`config.mk`:
```
export PLATFORM = sky130hd
export DESIGN_NAME = div_32bit
export DESIGN_NICKNAME = d
export VERILOG_FILES = /design/src/rtl/div_pkg.sv /design/src/rtl/CLA_32bit.sv /design/src/rtl/div_step.sv /design/src/rtl/div_32bit.sv
export SDC_FILE = /design/constraint.sdc
export NUM_CORES = 1
export LEC_CHECK = 0
export CORE_MARGIN = 2
export CORE_UTILIZATION = 40
export DETAILED_ROUTE_END_ITERATION = 12
export SLEW_MARGIN = 0
export SYNTH_ARGS = -nofsm -noshare
export SYNTH_HDL_FRONTEND = slang
export SYNTH_HIERARCHICAL = 1
export SYNTH_SLANG_ARGS = --single-unit
```
`constraint.sdc`:
```
create_clock -name clk -period 10.3 [get_ports clk]
set_input_delay 2.06 -clock clk [delete_from_list [all_inputs] [get_ports clk]]
set_output_delay 2.06 -clock clk [all_outputs]
set_load 0.05 [all_outputs]
```
`src/rtl/div_pkg.sv`:
```
// Shared types and constants for the sequential restoring divider.
// Signed support in div_32bit is selected by DIV_SIGNED_EN.
package div_pkg;

    typedef enum logic [1:0] {
        DIV_IDLE,
        DIV_ITER,
        DIV_FIX
    } div_state_e;

    localparam int DIV_ITERS = 32;
    localparam int DIV_CNT_W = $clog2(DIV_ITERS);
    localparam logic [31:0] DIV_BY_ZERO_Q = 32'hFFFFFFFF;

    // Two's-complement magnitude; 32'h80000000 maps to itself as unsigned 2^31.
    function automatic logic [31:0] mag32(input logic [31:0] v);
        return v[31] ? (~v + 32'd1) : v;
    endfunction

endpackage

```
`src/rtl/CLA_32bit.sv`:
```
// 32-bit carry-lookahead adder: eight 4-bit lookahead groups,
// group carries chained through group generate/propagate.
module CLA_32bit (
    input  logic [31:0] a,
    input  logic [31:0] b,
    input  logic        cin,
    output logic [31:0] sum,
    output logic        cout
);

    logic [31:0] g;
    logic [31:0] p;

    assign g = a & b;
    assign p = a ^ b;

    always_comb begin : lookahead
        logic       ci;
        logic [3:0] gk;
        logic [3:0] pk;
        logic [3:0] ck;
        logic       gg;
        logic       pp;
        ci  = cin;
        sum = '0;
        gk  = '0;
        pk  = '0;
        ck  = '0;
        gg  = 1'b0;
        pp  = 1'b0;
        for (int k = 0; k < 8; k++) begin
            gk    = g[4*k +: 4];
            pk    = p[4*k +: 4];
            ck[0] = ci;
            ck[1] = gk[0] | (pk[0] & ci);
            ck[2] = gk[1] | (pk[1] & gk[0])
                  | (pk[1] & pk[0] & ci);
            ck[3] = gk[2] | (pk[2] & gk[1])
                  | (pk[2] & pk[1] & gk[0])
                  | (pk[2] & pk[1] & pk[0] & ci);
            gg    = gk[3] | (pk[3] & gk[2])
                  | (pk[3] & pk[2] & gk[1])
                  | (pk[3] & pk[2] & pk[1] & gk[0]);
            pp    = &pk;
            sum[4*k +: 4] = pk ^ ck;
            ci    = gg | (pp & ci);
        end
        cout = ci;
    end

endmodule

```
`src/rtl/div_step.sv`:
```
// One restoring-division step: trial subtract of the divisor from a
// 33-bit shifted remainder via CLA_32bit, keep or restore.
module div_step (
    input  logic [32:0] shifted,
    input  logic [31:0] divisor,
    output logic [31:0] rem_next,
    output logic        qbit
);

    logic [31:0] diff;
    logic        cout;

    CLA_32bit u_cla (
        .a    (shifted[31:0]),
        .b    (~divisor),
        .cin  (1'b1),
        .sum  (diff),
        .cout (cout)
    );

    // Bit 32 of the shifted value alone guarantees shifted >= divisor;
    // otherwise the adder carry-out is the no-borrow indication.
    assign qbit     = shifted[32] | cout;
    assign rem_next = qbit ? diff : shifted[31:0];

endmodule

```
`src/rtl/div_32bit.sv`:
```
// Sequential 32-bit restoring divider, one quotient bit per clock.
// Define DIV_SIGNED_EN for two's-complement signed division.
module div_32bit
    import div_pkg::*;
#(
    parameter int WIDTH = 32
) (
    input  logic             clk,
    input  logic             reset_n,
    input  logic             start,
    input  logic [WIDTH-1:0] dividend,
    input  logic [WIDTH-1:0] divisor,
    output logic             busy,
    output logic             done,
    output logic [WIDTH-1:0] quotient,
    output logic [WIDTH-1:0] remainder,
    output logic             div_by_zero
);

    div_state_e           state;
    logic [DIV_CNT_W-1:0] count;
    logic [31:0]          prem;
    logic [31:0]          qsh;
    logic [31:0]          dvs;
    logic [31:0]          dvd_raw;
    logic [31:0]          rem_next;
    logic                 dz;
    logic                 qbit;
`ifdef DIV_SIGNED_EN
    logic                 neg_q;
    logic                 neg_r;
`endif

    // qsh shifts dividend bits out at the top and quotient bits in below.
    div_step u_step (
        .shifted  ({prem, qsh[31]}),
        .divisor  (dvs),
        .rem_next (rem_next),
        .qbit     (qbit)
    );

    always_ff @(posedge clk or negedge reset_n) begin
        if (!reset_n) begin
            state       <= DIV_IDLE;
            count       <= '0;
            prem        <= '0;
            qsh         <= '0;
            dvs         <= '0;
            dvd_raw     <= '0;
            dz          <= 1'b0;
            busy        <= 1'b0;
            done        <= 1'b0;
            quotient    <= '0;
            remainder   <= '0;
            div_by_zero <= 1'b0;
`ifdef DIV_SIGNED_EN
            neg_q       <= 1'b0;
            neg_r       <= 1'b0;
`endif
        end else begin
            unique case (state)
                DIV_IDLE: begin
                    done <= 1'b0;
                    if (start) begin
                        state   <= DIV_ITER;
                        busy    <= 1'b1;
                        count   <= '0;
                        prem    <= '0;
                        dvd_raw <= dividend;
                        dz      <= (divisor == '0);
`ifdef DIV_SIGNED_EN
                        qsh     <= mag32(dividend);
                        dvs     <= mag32(divisor);
                        neg_q   <= dividend[31] ^ divisor[31];
                        neg_r   <= dividend[31];
`else
                        qsh     <= dividend;
                        dvs     <= divisor;
`endif
                    end
                end
                DIV_ITER: begin
                    prem  <= rem_next;
                    qsh   <= {qsh[30:0], qbit};
                    count <= count + 1'b1;
                    if (count == DIV_CNT_W'(DIV_ITERS - 1))
                        state <= DIV_FIX;
                end
                DIV_FIX: begin
                    if (dz) begin
                        quotient  <= DIV_BY_ZERO_Q;
                        remainder <= dvd_raw;
                    end else begin
`ifdef DIV_SIGNED_EN
                        quotient  <= neg_q ? -qsh : qsh;
                        remainder <= neg_r ? -prem : prem;
`else
                        quotient  <= qsh;
                        remainder <= prem;
`endif
                    end
                    div_by_zero <= dz;
                    done        <= 1'b1;
                    busy        <= 1'b0;
                    state       <= DIV_IDLE;
                end
                default: state <= DIV_IDLE;
            endcase
        end
    end

endmodule

```
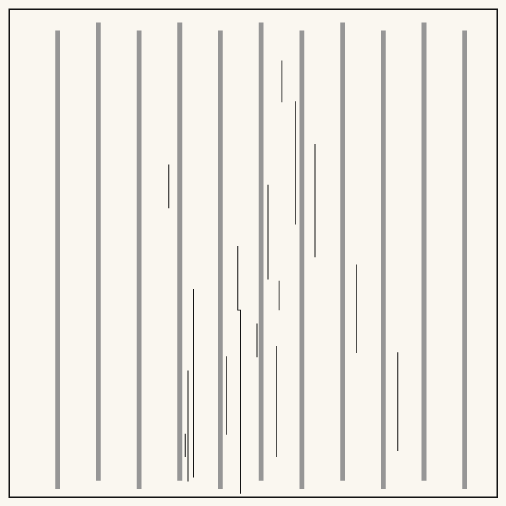
Figure 1: metal 4.
(3 px per µm) Supply wires on this layer in gray.
main direction: vertical
longest straight run: 62.6 µm
share of all routed wire: 2.1%

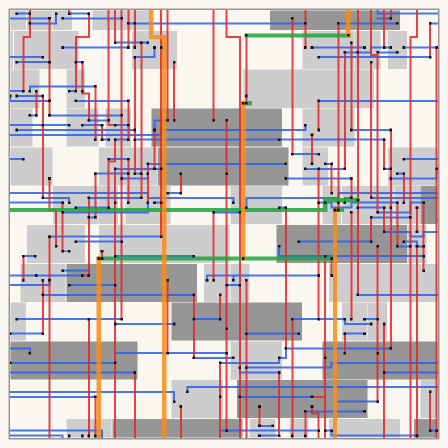
Figure 2: a small window of the routed layout.
Window x 66 to 96, y 34 to 64 µm. Cells in gray, sequential cells in the stronger gray; small squares are vias.
| layer | color |
|---|---|
| M2 | red |
| M1 | blue |
| M4 | orange |
| M3 | green |
most frequent: dfrtp_1 (10), mux2i_1 (7)
netlist names of flops here include: prem (5), remainder (5)
cells with their middle in the window: 49
sequential cells in the window: 10

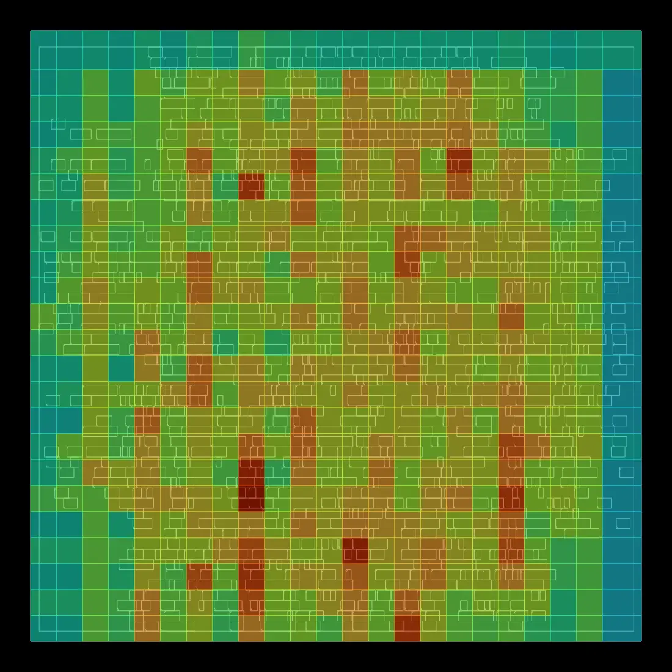
Figure 3: routing congestion map.
met1 track utilization from global routing: 26.43%
final core utilization: 50.51%

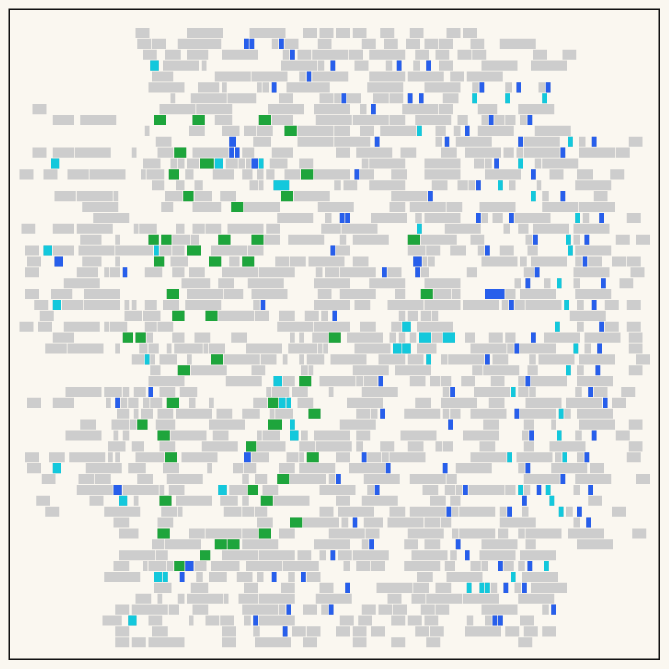
Figure 4: selected gate families.
(4 px per µm)
| family | color | cells | most used |
|---|---|---|---|
| nor cells | cyan | 57 | nor2_1 |
| non-inverting ao/oa cells | green | 50 | a22o_1 |
| nand cells | blue | 114 | nand2_1 |

-- path summary, 6_finish.rpt --
path	end	startpoint	slack, ns	cells past startpoint
setup / recovery	prem[9]$_DFFE_PN0P_	qsh[31]$_DFFE_PN0P_	5.83	13
hold / removal	count[3]$_DFFE_PN0P_	count[3]$_DFFE_PN0P_	0.47	1
setup reg to reg	prem[9]$_DFFE_PN0P_	qsh[31]$_DFFE_PN0P_	5.83	13
hold reg to reg	count[3]$_DFFE_PN0P_	count[3]$_DFFE_PN0P_	0.47	1
max in group asynchronous	qsh[10]$_DFFE_PN0P_	reset_n	6.80	3
min in group asynchronous	dvs[11]$_DFFE_PN0P_	reset_n	1.62	1
==> run notes <==
Implementation results are summarized by area below.

Placement
The placer's final routability congestion estimate is between 0.7 and 0.8. Per the placement report, the placed cell count is 1312. Timing analysis after detailed placement gives a worst setup slack of a little under 6 ns. The placed wire-length estimate is 15900 µm. Per the detailed placement report, the placed cell area equals about 12000 µm².

Clocking
Buffers inserted during clock tree synthesis total 22. Hold repair after CTS inserted 0 buffers. The longest clock path from root to sink contains 3 buffers.

In this run, post-CTS repair resized a total of 0 instances. The CTS tree is done.

Setup path
STA classifies the critical path startpoint as a register. In this design, the stage delay of the slowest critical-path cell is around 0.76 ns. The data arrival time reported for the critical path is 4.85 ns.

The critical path's slowest stage uses the library cell sky130_fd_sc_hd__nor2_4. The required time of the critical path is 10.69 ns. The endpoint kind of the worst setup timing path is a register.

Logic synthesis
The count of flip-flops with a built-in enable after synthesis is 0. Multiplexer cells account for 15.11% of the synthesized area. The most used flip-flop cell after synthesis is sky130_fd_sc_hd__dfrtp_1. Per the synthesis report, the simple-gate share of the synthesized area is 7.905%. Synthesis produced a netlist whose cell count is 900.

The cell-mix breakdown from Yosys lists the adder-cell area share as 5.854%. In this run the mean area of a mapped cell was 11.11 µm². The proportion of synthesized chip area in sequential cells is 50.78%.

The count of different cell masters after synthesis is 48. Summing every instance area after synthesis gives about 10000 µm². Looking at area per cell type in the netlist, the leader is sky130_fd_sc_hd__dfrtp_1.

Power
Internal power comes to ~2.8 mW. The script extracted a total leakage power of 5.483 nW. Of the total power, the share spent switching nets is 36.39%. The clock network power share is 18.7%.

Per report_power, the Combinational row totals between 2 and 2.5 mW. The power group with the largest share is combinational cells. The total power draw is 4.448 mW.

Final timing
The share of the cycle needed by the critical path after routing is 43.37%. Looking at the max-slew report, the worst-margin pin has a slew of 0.9653 ns. The most critical hold endpoint after final layout shows a slack of 0.4655 ns.

Die
The total number of tap cells is 324. From left edge to right edge, the die measures approximately 160 µm. The height of the die is 162.1 µm.

Route
The sum of met2 wire segment lengths after detailed routing is 10400 µm. After detailed routing, the wire length on met1 is 11010 µm. The DRC violation total after the first TritonRoute iteration is ~350. The overall via count from detail_route is between 6000 and 7000.

Global routing
The initial antenna violation count is 0. The total global routing track utilization is 17.79%. The via count of the first global-routing pass is between 6000 and 7000. The first global-routing pass estimated around 38000 µm of wire.

Outcome
The flow ran to the end, and the final reports show no timing, DRC or antenna violations.

Cells and area
The area overhead of the layout relative to synthesis is 23.51%. The fraction of cell area in sequential cells is reported as 41.12%. The layout multi-input combinational cell count is 596. The flip-flop and latch area is 5081 µm².

The sequential cell count is approximately 200. By area, registers come first. The layout has 35 clock buffers.

The share of cells above drive strength 1 is 15.19%.

Job
The count of maximum capacitance violations is 0.
Power is estimated from default activity; no workload was simulated.
